## src/rtl/mmio_bus_pkg.sv

```systemverilog
// Shared definitions for the MMIO bus controller: FSM encoding, default sizes
// and the counter-width helper.
package mmio_bus_pkg;

   typedef enum logic [1:0] {
      ST_IDLE   = 2'd0,
      ST_ACCESS = 2'd1,
      ST_DONE   = 2'd2
   } state_t;

   localparam int DEF_ADDR_W  = 16;
   localparam int DEF_DATA_W  = 16;
   localparam int DEF_N_SLV   = 5;
   localparam int DEF_TIMEOUT = 255;
   localparam int WAIT_W      = 4;

   function automatic int cnt_width(input int max_val);
      if (max_val < 2) return 1;
      return $clog2(max_val + 1);
   endfunction

endpackage

```

## src/rtl/mmio_bus_if.sv

```systemverilog
// CPU-side request bus and peripheral-side chip-select bus of the MMIO controller.
interface mmio_cpu_if
   import mmio_bus_pkg::*;
#(
   parameter int ADDR_W = DEF_ADDR_W,
   parameter int DATA_W = DEF_DATA_W
);
   logic              cpu_read;
   logic              cpu_write;
   logic [ADDR_W-1:0] cpu_addr;
   logic [DATA_W-1:0] cpu_wdata;
   logic [DATA_W-1:0] cpu_rdata;
   logic              cpu_stall;
   logic              cpu_err;

   modport master (output cpu_read, cpu_write, cpu_addr, cpu_wdata,
                   input  cpu_rdata, cpu_stall, cpu_err);
   modport slave  (input  cpu_read, cpu_write, cpu_addr, cpu_wdata,
                   output cpu_rdata, cpu_stall, cpu_err);
endinterface

interface mmio_slv_if
   import mmio_bus_pkg::*;
#(
   parameter int ADDR_W = DEF_ADDR_W,
   parameter int DATA_W = DEF_DATA_W,
   parameter int N_SLV  = DEF_N_SLV
);
   logic [N_SLV-1:0]        cs;
   logic                    slv_read;
   logic                    slv_write;
   logic [ADDR_W-1:0]       slv_addr;
   logic [DATA_W-1:0]       slv_wdata;
   logic [N_SLV*DATA_W-1:0] slv_rdata;
   logic [N_SLV-1:0]        slv_ack;

   modport master (output cs, slv_read, slv_write, slv_addr, slv_wdata,
                   input  slv_rdata, slv_ack);
   modport slave  (input  cs, slv_read, slv_write, slv_addr, slv_wdata,
                   output slv_rdata, slv_ack);
endinterface

```

## src/rtl/mmio_wait_timer.sv

```systemverilog
// Per-access timing: a loadable down-counter for fixed wait states and an
// up-counter that flags when an acknowledged access has waited too long.
module mmio_wait_timer
   import mmio_bus_pkg::*;
#(
   parameter int TIMEOUT = DEF_TIMEOUT
) (
   input  logic              clk,
   input  logic              rst,
   input  logic              load,
   input  logic              step,
   input  logic [WAIT_W-1:0] wait_val,
   output logic              wait_zero,
   output logic              to_expired
);
   localparam int TO_W = cnt_width(TIMEOUT);

   logic [WAIT_W-1:0] wait_cnt;
   logic [TO_W-1:0]   to_cnt;

   assign wait_zero  = (wait_cnt == '0);
   assign to_expired = (to_cnt == TO_W'(TIMEOUT));

   // Both counters saturate so they stay harmless once the access has ended.
   always_ff @(posedge clk) begin
      if (rst) begin
         wait_cnt <= '0;
         to_cnt   <= '0;
      end else if (load) begin
         wait_cnt <= wait_val;
         to_cnt   <= '0;
      end else if (step) begin
         if (!wait_zero)  wait_cnt <= wait_cnt - 1'b1;
         if (!to_expired) to_cnt   <= to_cnt + 1'b1;
      end
   end

endmodule

```

## src/rtl/mmio_bus_ctrl.sv

```systemverilog
// MMIO bus controller: decodes a CPU access to one of N_SLV peripherals, holds
// the strobe for a fixed wait count or until that slave acknowledges, then returns data.
module mmio_bus_ctrl
   import mmio_bus_pkg::*;
#(
   parameter int                      ADDR_W   = DEF_ADDR_W,
   parameter int                      DATA_W   = DEF_DATA_W,
   parameter int                      N_SLV    = DEF_N_SLV,
   parameter int                      SEL_MSB  = 15,
   parameter int                      SEL_LSB  = 12,
   parameter logic [N_SLV*WAIT_W-1:0] WAIT_CYC = '0,
   parameter logic [N_SLV-1:0]        ACK_MODE = '0,
   parameter int                      TIMEOUT  = DEF_TIMEOUT
) (
   input logic        clk,
   input logic        rst,
   mmio_cpu_if.slave  cpu,
   mmio_slv_if.master slv
);
   localparam int SEL_W = SEL_MSB - SEL_LSB + 1;

   state_t            state;
   logic [SEL_W-1:0]  idx_q;
   logic [N_SLV-1:0]  cs_q;
   logic              rd_q;
   logic              wr_q;
   logic [ADDR_W-1:0] addr_q;
   logic [DATA_W-1:0] wdata_q;
   logic [DATA_W-1:0] rdata_q;
   logic              err_q;

   logic [SEL_W-1:0]  req_idx;
   logic              req_any;
   logic              req_hit;
   logic              req_ok;
   logic [N_SLV-1:0]  cs_ld;
   logic [WAIT_W-1:0] wait_ld;
   logic [DATA_W-1:0] rdata_sel;
   logic              ack_sel;
   logic              ack_mode_sel;
   logic              wait_zero;
   logic              to_expired;
   logic              acc_done;
   logic              acc_tmo;

   assign req_idx = cpu.cpu_addr[SEL_MSB:SEL_LSB];
   assign req_any = cpu.cpu_read | cpu.cpu_write;
   assign req_ok  = (cpu.cpu_read ^ cpu.cpu_write) && req_hit;

   // Decode of the incoming index and read-data/ack mux on the latched index.
   always_comb begin
      req_hit      = 1'b0;
      cs_ld        = '0;
      wait_ld      = '0;
      rdata_sel    = '0;
      ack_sel      = 1'b0;
      ack_mode_sel = 1'b0;
      for (int i = 0; i < N_SLV; i++) begin
         if (req_idx == SEL_W'(i)) begin
            req_hit  = 1'b1;
            cs_ld[i] = 1'b1;
            wait_ld  = WAIT_CYC[i*WAIT_W +: WAIT_W];
         end
         if (idx_q == SEL_W'(i)) begin
            rdata_sel    = slv.slv_rdata[i*DATA_W +: DATA_W];
            ack_sel      = slv.slv_ack[i];
            ack_mode_sel = ACK_MODE[i];
         end
      end
   end

   // An acknowledge in the same cycle as expiry still counts as success.
   assign acc_done = ack_mode_sel ? ack_sel : wait_zero;
   assign acc_tmo  = ack_mode_sel && !ack_sel && to_expired;

   mmio_wait_timer #(.TIMEOUT(TIMEOUT)) u_timer (
      .clk        (clk),
      .rst        (rst),
      .load       ((state == ST_IDLE) && req_ok),
      .step       (state == ST_ACCESS),
      .wait_val   (wait_ld),
      .wait_zero  (wait_zero),
      .to_expired (to_expired)
   );

   always_ff @(posedge clk) begin
      if (rst) begin
         state   <= ST_IDLE;
         idx_q   <= '0;
         cs_q    <= '0;
         rd_q    <= 1'b0;
         wr_q    <= 1'b0;
         addr_q  <= '0;
         wdata_q <= '0;
         rdata_q <= '0;
         err_q   <= 1'b0;
      end else begin
         case (state)
            ST_IDLE: begin
               if (req_ok) begin
                  idx_q   <= req_idx;
                  cs_q    <= cs_ld;
                  rd_q    <= cpu.cpu_read;
                  wr_q    <= cpu.cpu_write;
                  addr_q  <= cpu.cpu_addr;
                  wdata_q <= cpu.cpu_wdata;
                  state   <= ST_ACCESS;
               end else if (req_any) begin
                  err_q   <= 1'b1;
                  rdata_q <= '0;
                  state   <= ST_DONE;
               end
            end
            ST_ACCESS: begin
               if (acc_done || acc_tmo) begin
                  cs_q  <= '0;
                  rd_q  <= 1'b0;
                  wr_q  <= 1'b0;
                  err_q <= acc_tmo;
                  state <= ST_DONE;
                  if (acc_tmo)   rdata_q <= '0;
                  else if (rd_q) rdata_q <= rdata_sel;
               end
            end
            default: state <= ST_IDLE;
         endcase
      end
   end

   assign cpu.cpu_stall = ((state == ST_IDLE) && req_any) || (state == ST_ACCESS);
   assign cpu.cpu_rdata = rdata_q;
   assign cpu.cpu_err   = err_q;
   assign slv.cs        = cs_q;
   assign slv.slv_read  = rd_q;
   assign slv.slv_write = wr_q;
   assign slv.slv_addr  = addr_q;
   assign slv.slv_wdata = wdata_q;

endmodule

```

## src/flat_wrapper.sv

```systemverilog
// flat-port wrapper written by rule: the top's interface ports become plain ports
module mmio_bus_ctrl_flat import mmio_bus_pkg::*;
#(
   parameter int                      ADDR_W   = DEF_ADDR_W,
   parameter int                      DATA_W   = DEF_DATA_W,
   parameter int                      N_SLV    = DEF_N_SLV,
   parameter int                      SEL_MSB  = 15,
   parameter int                      SEL_LSB  = 12,
   parameter logic [N_SLV*WAIT_W-1:0] WAIT_CYC = '0,
   parameter logic [N_SLV-1:0]        ACK_MODE = '0,
   parameter int                      TIMEOUT  = DEF_TIMEOUT
)
  (clk, rst, cpu_cpu_read, cpu_cpu_write, cpu_cpu_addr, cpu_cpu_wdata, cpu_cpu_rdata, cpu_cpu_stall, cpu_cpu_err, slv_cs, slv_slv_read, slv_slv_write, slv_slv_addr, slv_slv_wdata, slv_slv_rdata, slv_slv_ack);
  mmio_cpu_if #(.ADDR_W(ADDR_W), .DATA_W(DATA_W)) cpu_i ();
  mmio_slv_if #(.ADDR_W(ADDR_W), .DATA_W(DATA_W), .N_SLV(N_SLV)) slv_i ();
  input logic clk;
  input logic rst;
  input wire logic [$bits(cpu_i.cpu_read)-1:0] cpu_cpu_read;
  input wire logic [$bits(cpu_i.cpu_write)-1:0] cpu_cpu_write;
  input wire logic [$bits(cpu_i.cpu_addr)-1:0] cpu_cpu_addr;
  input wire logic [$bits(cpu_i.cpu_wdata)-1:0] cpu_cpu_wdata;
  output wire logic [$bits(cpu_i.cpu_rdata)-1:0] cpu_cpu_rdata;
  output wire logic [$bits(cpu_i.cpu_stall)-1:0] cpu_cpu_stall;
  output wire logic [$bits(cpu_i.cpu_err)-1:0] cpu_cpu_err;
  output wire logic [$bits(slv_i.cs)-1:0] slv_cs;
  output wire logic [$bits(slv_i.slv_read)-1:0] slv_slv_read;
  output wire logic [$bits(slv_i.slv_write)-1:0] slv_slv_write;
  output wire logic [$bits(slv_i.slv_addr)-1:0] slv_slv_addr;
  output wire logic [$bits(slv_i.slv_wdata)-1:0] slv_slv_wdata;
  input wire logic [$bits(slv_i.slv_rdata)-1:0] slv_slv_rdata;
  input wire logic [$bits(slv_i.slv_ack)-1:0] slv_slv_ack;
  assign cpu_i.cpu_read = cpu_cpu_read;
  assign cpu_i.cpu_write = cpu_cpu_write;
  assign cpu_i.cpu_addr = cpu_cpu_addr;
  assign cpu_i.cpu_wdata = cpu_cpu_wdata;
  assign cpu_cpu_rdata = cpu_i.cpu_rdata;
  assign cpu_cpu_stall = cpu_i.cpu_stall;
  assign cpu_cpu_err = cpu_i.cpu_err;
  assign slv_cs = slv_i.cs;
  assign slv_slv_read = slv_i.slv_read;
  assign slv_slv_write = slv_i.slv_write;
  assign slv_slv_addr = slv_i.slv_addr;
  assign slv_slv_wdata = slv_i.slv_wdata;
  assign slv_i.slv_rdata = slv_slv_rdata;
  assign slv_i.slv_ack = slv_slv_ack;
  mmio_bus_ctrl #(.ADDR_W(ADDR_W), .DATA_W(DATA_W), .N_SLV(N_SLV), .SEL_MSB(SEL_MSB), .SEL_LSB(SEL_LSB), .WAIT_CYC(WAIT_CYC), .ACK_MODE(ACK_MODE), .TIMEOUT(TIMEOUT)) u_core (.clk(clk), .rst(rst), .cpu(cpu_i), .slv(slv_i));
endmodule
```

## config.mk

```make
export PLATFORM = sky130hd
export DESIGN_NAME = mmio_bus_ctrl_flat
export DESIGN_NICKNAME = d
export VERILOG_FILES = /design/src/rtl/mmio_bus_pkg.sv /design/src/rtl/mmio_bus_if.sv /design/src/rtl/mmio_wait_timer.sv /design/src/rtl/mmio_bus_ctrl.sv /design/src/flat_wrapper.sv
export SDC_FILE = /design/constraint.sdc
export NUM_CORES = 1
export LEC_CHECK = 0
export CORE_ASPECT_RATIO = 0.75
export CORE_UTILIZATION = 34
export DETAILED_ROUTE_END_ITERATION = 8
export HOLD_SLACK_MARGIN = 0.1
export PLACE_DENSITY = 0.83
export SLEW_MARGIN = 5
export SYNTH_ARGS = -nofsm -noshare
export SYNTH_HDL_FRONTEND = slang
export SYNTH_SLANG_ARGS = --single-unit
```

## constraint.sdc

```tcl
create_clock -name clk -period 2 [get_ports clk]
set_input_delay 0.6 -clock clk [delete_from_list [all_inputs] [get_ports clk]]
set_output_delay 0.6 -clock clk [all_outputs]
set_load 0.05 [all_outputs]
```

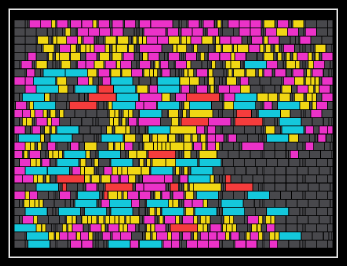
(run_1/class_map.png)
(3 px per um) Fill, decap, tap and diode cells in gray.
class	color	cells	share of their area
clock drivers and dummy loads	red	16	6.1%
remaining buffers and delay cells	magenta	193	37%
remaining logic cells	yellow	271	31%
registers	cyan	62	25%

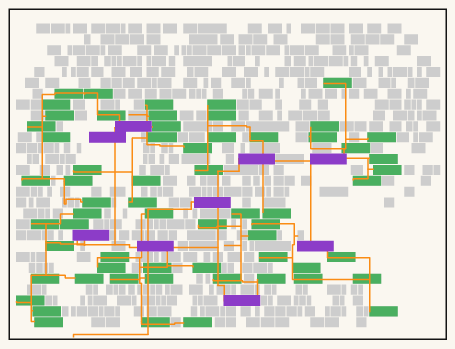
(run_1/clock_wires.png)
(4 px per um)
[clock wires] orange | length: 776 um
[clock-net drivers] purple | count: 9
[flip-flops] green | count: 62
routed clock nets	10

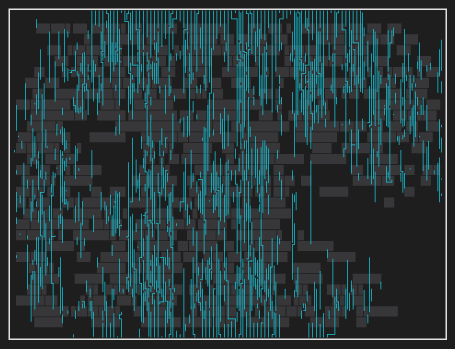
(run_1/m2.png)
(4 px per um) Cells faint in the background.
share of all routed wire	51%
wire length on this layer	4790 um
nets with wire on the layer	552
main direction	vertical

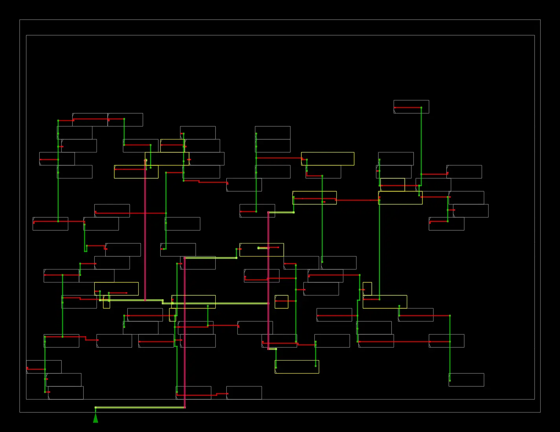
(run_1/clock_nets.png)
worst skew pair latency: 0.32 ns
cts bufs inserted: 9
clock buffers: 13
CTS Sinks: 62
Seq cells: 62

==> run notes, run 1 <==
flow finished, numbers: CTS clk-pin slew, worst paths=0.05 ns, # port buffers=172, most frequent cells after synthesis=nand2_1, dfxtp_1, a21oi_1, min-delay src=u_core.slv.slv_addr[8], r2r worst-path depth=7, Worst EP required=1.40 ns, Hold Path Class=flip-flop to flip-flop, WL/cell=14.58 um, Mapped Nets=485, clk_skew=0.003931 ns, Worst Tran Pin Value=0.5947 ns, Avg Synthesized Cell Area=8.043 um2, Mapped Cells=362, Total Wirelength=9431 um, hold endpoint=u_core.slv.slv_addr[8], Chip Width=108.9 um, largest net degree at the start of global routing=52, minimum clock period=1.963 ns, critical path type=input port to primary output, Max-slew headroom=0.6035, Worst R2R Start=u_core.u_timer.wait_cnt[0], Worst IR Drop VDD=486.4 uV, Synth warnings=0, most frequent cells in the layout=clkdlybuf4s50_1, nand2_1, buf_4, dfxtp_1, a21oi_1, most frequent cell after synthesis=nand2_1, initial antenna violation count=0, FP Util=0.3598, Arr. time, crit path=1.36 ns, Max Transition Viols Final=0, final setup fails=0, I/O Pins=178, first-pass GRT wire length=14370 um, outcome=finished, final reports clean, final hold violations=0, Main synth FF type=dfxtp_1, number of global-route vias before repair=3091, core region area=0.008093 mm2, CTS tree=yes, antenna cell count=0, YS chip area=0.002912 mm2, DRT antenna net count=0, area of the mapped netlist=0.002912 mm2
run 1: layer usage:
layer  track usage  up-vias  routed length, um
met3       0.05495       18                395
met4       0.07703        0                170
met2        0.3595       80               4787
met5             0        -                  0
li1              -     1614                  -
met1        0.2481     1463               4078
run 1: sequential cells by signal, indices dropped and copies added, names as in the netlist:
signal	flops
u_core.idx_q	3
u_core.slv.cs	5
u_core.u_timer.wait_cnt	4
u_core.slv.slv_addr	13
u_core.slv.slv_wdata	16
u_core.state	2
u_core.slv.slv_write	1
u_core.slv.slv_read	1
u_core.cpu.cpu_err	1
u_core.cpu.cpu_rdata	16
run 1: metrics by stage:
step / setup WS (ns) / hold WS, ns / power, mW / TNS (ns) / util
finish: 0.03736 / 0.4536 / 3.613 / 0 / 0.6279
global route: -0.001092 / 0.4747 / 3.770 / -0.001092 / 0.6279
CTS: 0.01944 / 0.4569 / 3.649 / 0 / 0.6262
detailed placement: -0.5393 / 0.4474 / 2.086 / -27.94 / 0.5857
global placement: -0.4338 / 0.4420 / 2.069 / -23.86 / 0.5857
floorplan: 0.01378 / 0.4915 / 1.687 / 0 / -
run 1: where the power goes:
group	switching, mW	internal [mW]
Combinational	0.370	0.402
Sequential	0.0258	1.28
Clock	0.512	1.03
Total	0.907	2.71
run 1: logic make-up (layout without fill, tap and decap cells):
| kind of cell | after synthesis | in the layout | share of synthesized area |
|---|---|---|---|
| and+or+nand+nor | 149 | 149 | 0.2256 |
| muxes | 17 | 17 | 0.05844 |
| xor gates and xnor gates | 1 | 1 | 0.003009 |
| buffers and inverters | 35 | 215 | 0.05500 |
| adders and majority gates | 2 | 2 | 0.008593 |
| DFF | 62 | 62 | 0.4263 |
| AOI/OAI and AO/OA | 96 | 96 | 0.2230 |
run 1: worst max path at each step:
stage	to	cells after the start	slack, ns
6_report	cpu_cpu_stall	5	0.04
5_1_grt	cpu_cpu_stall	5	-0.001
4_1_cts	cpu_cpu_stall	5	0.02
3_5_place_dp	u_core.u_timer.wait_cnt[1]	7	-0.54
3_3_place_gp	u_core.cpu.cpu_rdata[1]	8	-0.43
2_1_floorplan	u_core.slv.cs[0]	7	0.01
run 1: critical path, cell delays in order:
cell	delay (ns)
clkdlybuf4s15_1	0.20
inv_2	0.05
ha_4	0.17
a21oi_4	0.18
buf_12	0.16
run 1: timing repair:
item / 4_1_cts / 5_1_grt
resized: 4 / 5
setup buffers: 2 / 1
setup endpoints to repair: 61 / 2
pin swaps: 2 / 1
hold buffers: 0 / 0
run 1: layout make-up:
| class | instances | area (um2) | share of cell area |
|---|---|---|---|
| flip-flops and latches | 62 | 1242 | 0.2445 |
| multi-input cells | 265 | 1534 | 0.3019 |
| inverters | 6 | 22.52 | 0.004432 |
| well taps | 105 | 131.4 | 0.02586 |
| clock inverters | 3 | 42.54 | 0.008372 |
| repair buffers | 193 | 1848 | 0.3637 |
| clock buffers | 13 | 260.3 | 0.05122 |
## Run 2: what changed since run 1
--- a/config.mk
+++ b/config.mk
@@ -10,7 +10,6 @@
 export DETAILED_ROUTE_END_ITERATION = 8
 export HOLD_SLACK_MARGIN = 0.1
 export PLACE_DENSITY = 0.83
-export SLEW_MARGIN = 5
 export SYNTH_ARGS = -nofsm -noshare
 export SYNTH_HDL_FRONTEND = slang
 export SYNTH_SLANG_ARGS = --single-unit
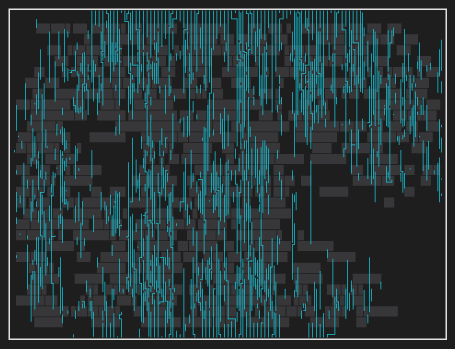
(run_2/m2.png)
(4 px per um) Cells faint in the background.
wire length on this layer	4790 um
share of all routed wire	51%
nets with wire on the layer	552
longest straight run	28.6 um
main direction	vertical
Vias: 3175
Total Wirelength: 9431 um

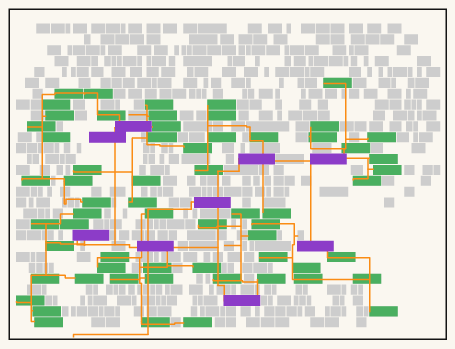
(run_2/clock_wires.png)
(4 px per um)
[clock wires] orange | length: 776 um
[clock-net drivers] purple | count: 9
[flip-flops] green | count: 62
routed clock nets	10

==> run 2 against run 1 <==
- wire length is the same
- synthesized area is the same
- fmax is the same
- sequential power is essentially flat
- sequential cell count is the same
- die size is the same
- worst setup slack is the same
- core utilization is the same
- register-to-register slack is essentially flat
- power is the same
- global-route usage is the same
- via count is the same
==> run notes, run 2 <==
flow finished, numbers: outcome=finished, final reports clean (unchanged), DRT antenna net count=0 (unchanged), final hold violations=0 (unchanged), YS chip area=0.002912 mm2 (unchanged), r2r worst-path depth=7 (unchanged), EDFF count, synth=0 (unchanged), most frequent cell after synthesis=nand2_1 (unchanged), DP HPWL=7223 um (unchanged), Seq/Total Area, Yosys=0.4263 (unchanged), share of flip-flops with an asynchronous set or reset=0 (unchanged), # port buffers=172 (unchanged), CTS Sinks=62 (unchanged), core region area=0.008093 mm2 (unchanged), Arr. time, crit path=1.36 ns (about the same), Max Transition Viols Final=0 (unchanged), ys flops=62 (unchanged), GRT Resource Usage Total=0.2073 (unchanged), minimum clock period=1.963 ns (unchanged), Synth warnings=0 (unchanged), Leak=1.914 nW (unchanged), Avg Synthesized Cell Area=8.043 um2 (unchanged), die area=0.008941 mm2 (unchanged), most frequent cells in the layout=clkdlybuf4s50_1, nand2_1, buf_4, dfxtp_1, a21oi_1 (unchanged), CTS tree=yes (unchanged), Worst EP required=1.40 ns (about the same), largest net degree at the start of global routing=52 (unchanged), area delta synth->final=74.52% (unchanged), I/O Pins=178 (unchanged), via-per-instance ratio=4.907 (unchanged), number of global-route vias before repair=3091 (unchanged), gpl congestion=0.7285 (unchanged), Worst Tran Pin Value=0.5947 ns (unchanged), cts bufs inserted=9 (unchanged), top cell type by total area after synthesis=dfxtp_1 (unchanged), Remaining DRCs=0 (unchanged), main area contributors=dfxtp_1, nand2_1, a21oi_1 (unchanged), area of the mapped netlist=0.002912 mm2 (unchanged), crit-path cells=clkdlybuf4s15_1, inv_2, ha_4, a21oi_4, buf_12 (unchanged), hold buffer count at CTS=0 (unchanged), Crit-path slowest cell=clkdlybuf4s15_1 (unchanged), FF/Latch Area=0.001242 mm2 (unchanged), placed instance count=628 (unchanged), final setup fails=0 (unchanged), initial antenna violation count=0 (unchanged), Yosys top cell area share=0.4263 (unchanged), most frequent cells after synthesis=nand2_1, dfxtp_1, a21oi_1 (unchanged), Nets=660 (unchanged), Worst IR Drop VDD=486.4 uV (unchanged), post-route clock period utilization=0.9813 (unchanged), Max-slew headroom=0.6035 (unchanged), worst path bufs/invs=3 (unchanged), critical path depth=5 (unchanged), peak per-stage delay on the critical path=0.20 ns (about the same), Clock Tree Root=clkbuf_16 (unchanged), logic area=0.001534 mm2 (unchanged), Tot Pwr=3.613 mW (unchanged), Chip Width=108.9 um (unchanged), worst skew pair latency=0.32 ns (about the same), row count=28 (unchanged), CTS clk-pin slew, worst paths=0.05 ns (about the same), critical path type=input port to primary output (unchanged), Main synth FF type=dfxtp_1 (unchanged), WL/cell=14.58 um (unchanged), first-pass GRT wire length=14370 um (unchanged), CP startpoint kind=input port (unchanged), kind of cell adding the most delay to the critical path=buffers and inverters (unchanged), Hold Path Class=flip-flop to flip-flop (unchanged), Initial DRC Count=119 (unchanged), clk_skew=0.003931 ns (unchanged), antenna cell count=0 (unchanged), PwrDens=711.1 mW/mm2 (unchanged), filler cell count=693 (unchanged), yosys cell count=362 (unchanged), FP Util=0.3598 (unchanged), Mapped Nets=485 (unchanged), Mapped Cells=362 (unchanged), OpenROAD warnings=31 (unchanged)
-- run 2: repair_timing --
item,CTS,global route
setup endpoints to repair,61,2
gates resized,4,5
buffers inserted,2,1
pin swaps,2,1
-- run 2: worst paths after layout --
path                                    from                      end  slack [ns]
setup / recovery                cpu_cpu_read            cpu_cpu_stall        0.04
hold reg to reg       u_core.slv.slv_addr[8]   u_core.slv.slv_addr[8]        0.45
hold / removal        u_core.slv.slv_addr[8]   u_core.slv.slv_addr[8]        0.45
setup reg to reg  u_core.u_timer.wait_cnt[0]  u_core.cpu.cpu_rdata[8]        0.21
-- run 2: final cells by class --
cell class / instances / share of cell area
Clock buffer: 13 / 0.05122
Sequential cell: 62 / 0.2445
Inverter: 6 / 0.004432
Clock inverter: 3 / 0.008372
Multi-Input combinational cell: 265 / 0.3019
Timing Repair Buffer: 193 / 0.3637
Tap cell: 105 / 0.02586
-- run 2: tightest hold or removal path, delay by kind of cell (launching register included) --
family	cells	cell delay (ns)
flip-flops	1	0.30
AND/OR/NAND/NOR	1	0.05
AND-OR/OR-AND	1	0.05
-- run 2: power by group --
part / switching, mW / leakage [nW] / internal (mW)
Clock: 0.512 / 0.146 / 1.03
Sequential: 0.0258 / 0.503 / 1.28
Combinational: 0.370 / 1.27 / 0.402
Total: 0.907 / 1.91 / 2.71
-- run 2: routing by layer --
layer | track usage | wire (um) | part of all wire | vias up
met1 | 0.2481 | 4078 | 0.43 | 1463
met5 | 0 | 0 | 0 | -
met4 | 0.07703 | 170 | 0.018 | 0
met2 | 0.3595 | 4787 | 0.51 | 80
li1 | - | - | - | 1614
met3 | 0.05495 | 395 | 0.042 | 18
-- run 2: cells by family (layout without fill, tap and decap cells) --
kind of cell,count (synthesis),in the layout,synth area share
compound gates,96,96,0.2230
xor+xnor,1,1,0.003009
fa+ha+maj,2,2,0.008593
buf+inv,35,215,0.05500
flops,62,62,0.4263
mux,17,17,0.05844
simple gates,149,149,0.2256
-- run 2: metrics by stage --
step | hold slack [ns] | setup slack [ns] | area (um2) | TNS (ns) | util
2_1_floorplan | 0.4915 | 0.01378 | 2923 | 0 | -
3_3_place_gp | 0.4420 | -0.4338 | 4740 | -23.86 | 0.5857
3_5_place_dp | 0.4474 | -0.5393 | 4740 | -27.94 | 0.5857
4_1_cts | 0.4569 | 0.01944 | 5067 | 0 | 0.6262
5_1_grt | 0.4747 | -0.001092 | 5081 | -0.001092 | 0.6279
6_report | 0.4536 | 0.03736 | 5081 | 0 | 0.6279
## Run 3: what changed since run 2
--- a/config.mk
+++ b/config.mk
@@ -7,6 +7,7 @@
 export LEC_CHECK = 0
 export CORE_ASPECT_RATIO = 0.75
 export CORE_UTILIZATION = 34
+export CTS_CLUSTER_SIZE = 24
 export DETAILED_ROUTE_END_ITERATION = 8
 export HOLD_SLACK_MARGIN = 0.1
 export PLACE_DENSITY = 0.83
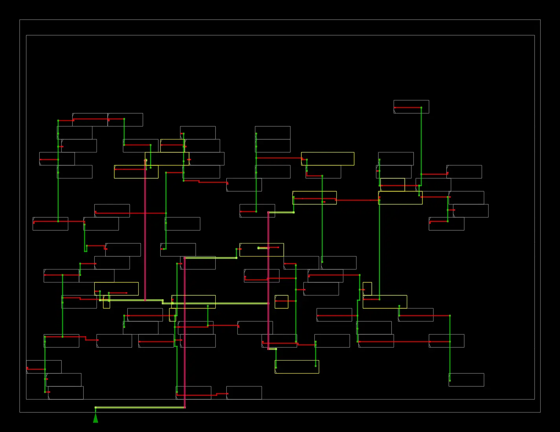
(run_3/clock_nets.png)
clk_skew: 0.003931 ns
P_clk: 1.54 mW

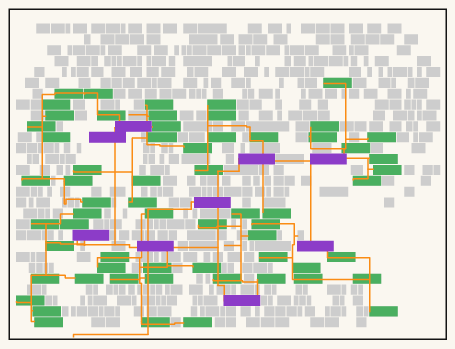
(run_3/clock_wires.png)
(4 px per um)
[clock wires] orange | length: 776 um
[flip-flops] green | count: 62
[clock-net drivers] purple | count: 9
routed clock nets	10

==> run 3 against run 2 <==
- non-clock buffer count is the same
- sequential share of layout area is the same
- final cell count is the same
- fmax is the same
- clock-buffer cell count is the same
- clock power is essentially flat
- synthesized cell count is the same
- synthesized area is the same
- largest power group unchanged
==> run notes, run 3 <==
flow finished, numbers: YS chip area=0.002912 mm2 (unchanged), CTS Sinks=62 (unchanged), Mapped Nets=485 (unchanged), post-route clock period utilization=0.9813 (unchanged), Vias=3175 (unchanged), Max-slew headroom=0.6035 (unchanged), Main synth FF type=dfxtp_1 (unchanged), worst skew pair latency=0.32 ns (about the same), Crit-path slowest cell=clkdlybuf4s15_1 (unchanged), min-delay src=u_core.slv.slv_addr[8] (unchanged), minimum clock period=1.963 ns (unchanged), outcome=finished, final reports clean (unchanged), CTS clk-pin slew, worst paths=0.05 ns (about the same), most frequent cells after synthesis=nand2_1, dfxtp_1, a21oi_1 (unchanged), # port buffers=172 (unchanged), peak per-stage delay on the critical path=0.20 ns (about the same), via-per-instance ratio=4.907 (unchanged), Max Transition Viols Final=0 (unchanged), die area=0.008941 mm2 (unchanged), I/O Pins=178 (unchanged), initial antenna violation count=0 (unchanged), WL/cell=14.58 um (unchanged), GRT Resource Usage Total=0.2073 (unchanged), CTS tree=yes (unchanged), main area contributors=dfxtp_1, nand2_1, a21oi_1 (unchanged), Nets=660 (unchanged), top cell type by total area after synthesis=dfxtp_1 (unchanged), Clock Tree Root=clkbuf_16 (unchanged), R2R setup slack=0.21 ns (about the same), Placed Area=0.004740 mm2 (unchanged), critical path type=input port to primary output (unchanged), hold endpoint=u_core.slv.slv_addr[8] (unchanged), PwrDens=711.1 mW/mm2 (unchanged), Yosys top cell area share=0.4263 (unchanged), Final Cell Area=0.005081 mm2 (unchanged), Core Util, Final=0.6279 (unchanged), cts bufs inserted=9 (unchanged), core region area=0.008093 mm2 (unchanged), final setup fails=0 (unchanged), CP startpoint kind=input port (unchanged), first-pass GRT wire length=14370 um (unchanged), Worst IR Drop VDD=486.4 uV (unchanged), Hold Path Class=flip-flop to flip-flop (unchanged), antenna cell count=0 (unchanged), r2r worst-path depth=7 (unchanged)
-- run 3: cell counts after synthesis --
Identical to the previous run, type by type.
-- run 3: repair_timing --
action / 4_1_cts / 5_1_grt
setup endpoints to repair: 61 / 2
hold buffers: 0 / 0
setup buffers: 2 / 1
pin swaps: 2 / 1
gates resized: 4 / 5
-- run 3: where the power goes --
| group | internal [mW] | switching (mW) | total [mW] | leakage, nW |
|---|---|---|---|---|
| Sequential | 1.28 | 0.0258 | 1.30 | 0.503 |
| Clock | 1.03 | 0.512 | 1.54 | 0.146 |
| Combinational | 0.402 | 0.370 | 0.771 | 1.27 |
-- run 3: final cells by class --
type	instances	area [um2]
repair buffers	193	1848
clock inverters	3	42.54
inverters	6	22.52
fillers	693	3012
well taps	105	131.4
multi-input cells	265	1534
clock buffers	13	260.3
flip-flops and latches	62	1242
-- run 3: tightest hold or removal path, stage by stage (launching register included) --
cell and delay, ns:
dfxtp_1 0.30, nand2_1 0.05, a21oi_1 0.05
-- run 3: metrics by stage --
stage | setup WS [ns] | instances | TNS (ns)
5_1_grt | -0.001092 | 647 | -0.001092
6_report | 0.03736 | 647 | 0
3_3_place_gp | -0.4338 | 628 | -23.86
4_1_cts | 0.01944 | 646 | 0
2_1_floorplan | 0.01378 | 362 | 0
3_5_place_dp | -0.5393 | 628 | -27.94
-- run 3: how the worst max path moves through the flow --
stage / startpoint / to / slack [ns] / cells past startpoint
2_1_floorplan: cpu_cpu_write / u_core.slv.cs[0] / 0.01 / 7
3_3_place_gp: cpu_cpu_write / u_core.cpu.cpu_rdata[1] / -0.43 / 8
3_5_place_dp: cpu_cpu_write / u_core.u_timer.wait_cnt[1] / -0.54 / 7
4_1_cts: cpu_cpu_read / cpu_cpu_stall / 0.02 / 5
5_1_grt: cpu_cpu_read / cpu_cpu_stall / -0.001 / 5
6_report: cpu_cpu_read / cpu_cpu_stall / 0.04 / 5
-- run 3: kinds of logic (layout without fill, tap and decap cells) --
logic type	Yosys count	count (layout)	share of synthesized area
compound gates	96	96	0.2230
xor+xnor	1	1	0.003009
fa+ha+maj	2	2	0.008593
buf+inv	35	215	0.05500
flops	62	62	0.4263
mux	17	17	0.05844
simple gates	149	149	0.2256
-- run 3: metal layers --
layer / part of all wire / vias up / global-route usage
met5: 0 / - / 0
met4: 0.018 / 0 / 0.07703
met3: 0.042 / 18 / 0.05495
met2: 0.51 / 80 / 0.3595
met1: 0.43 / 1463 / 0.2481
li1: - / 1614 / -
Power is estimated from default activity; no workload was simulated.
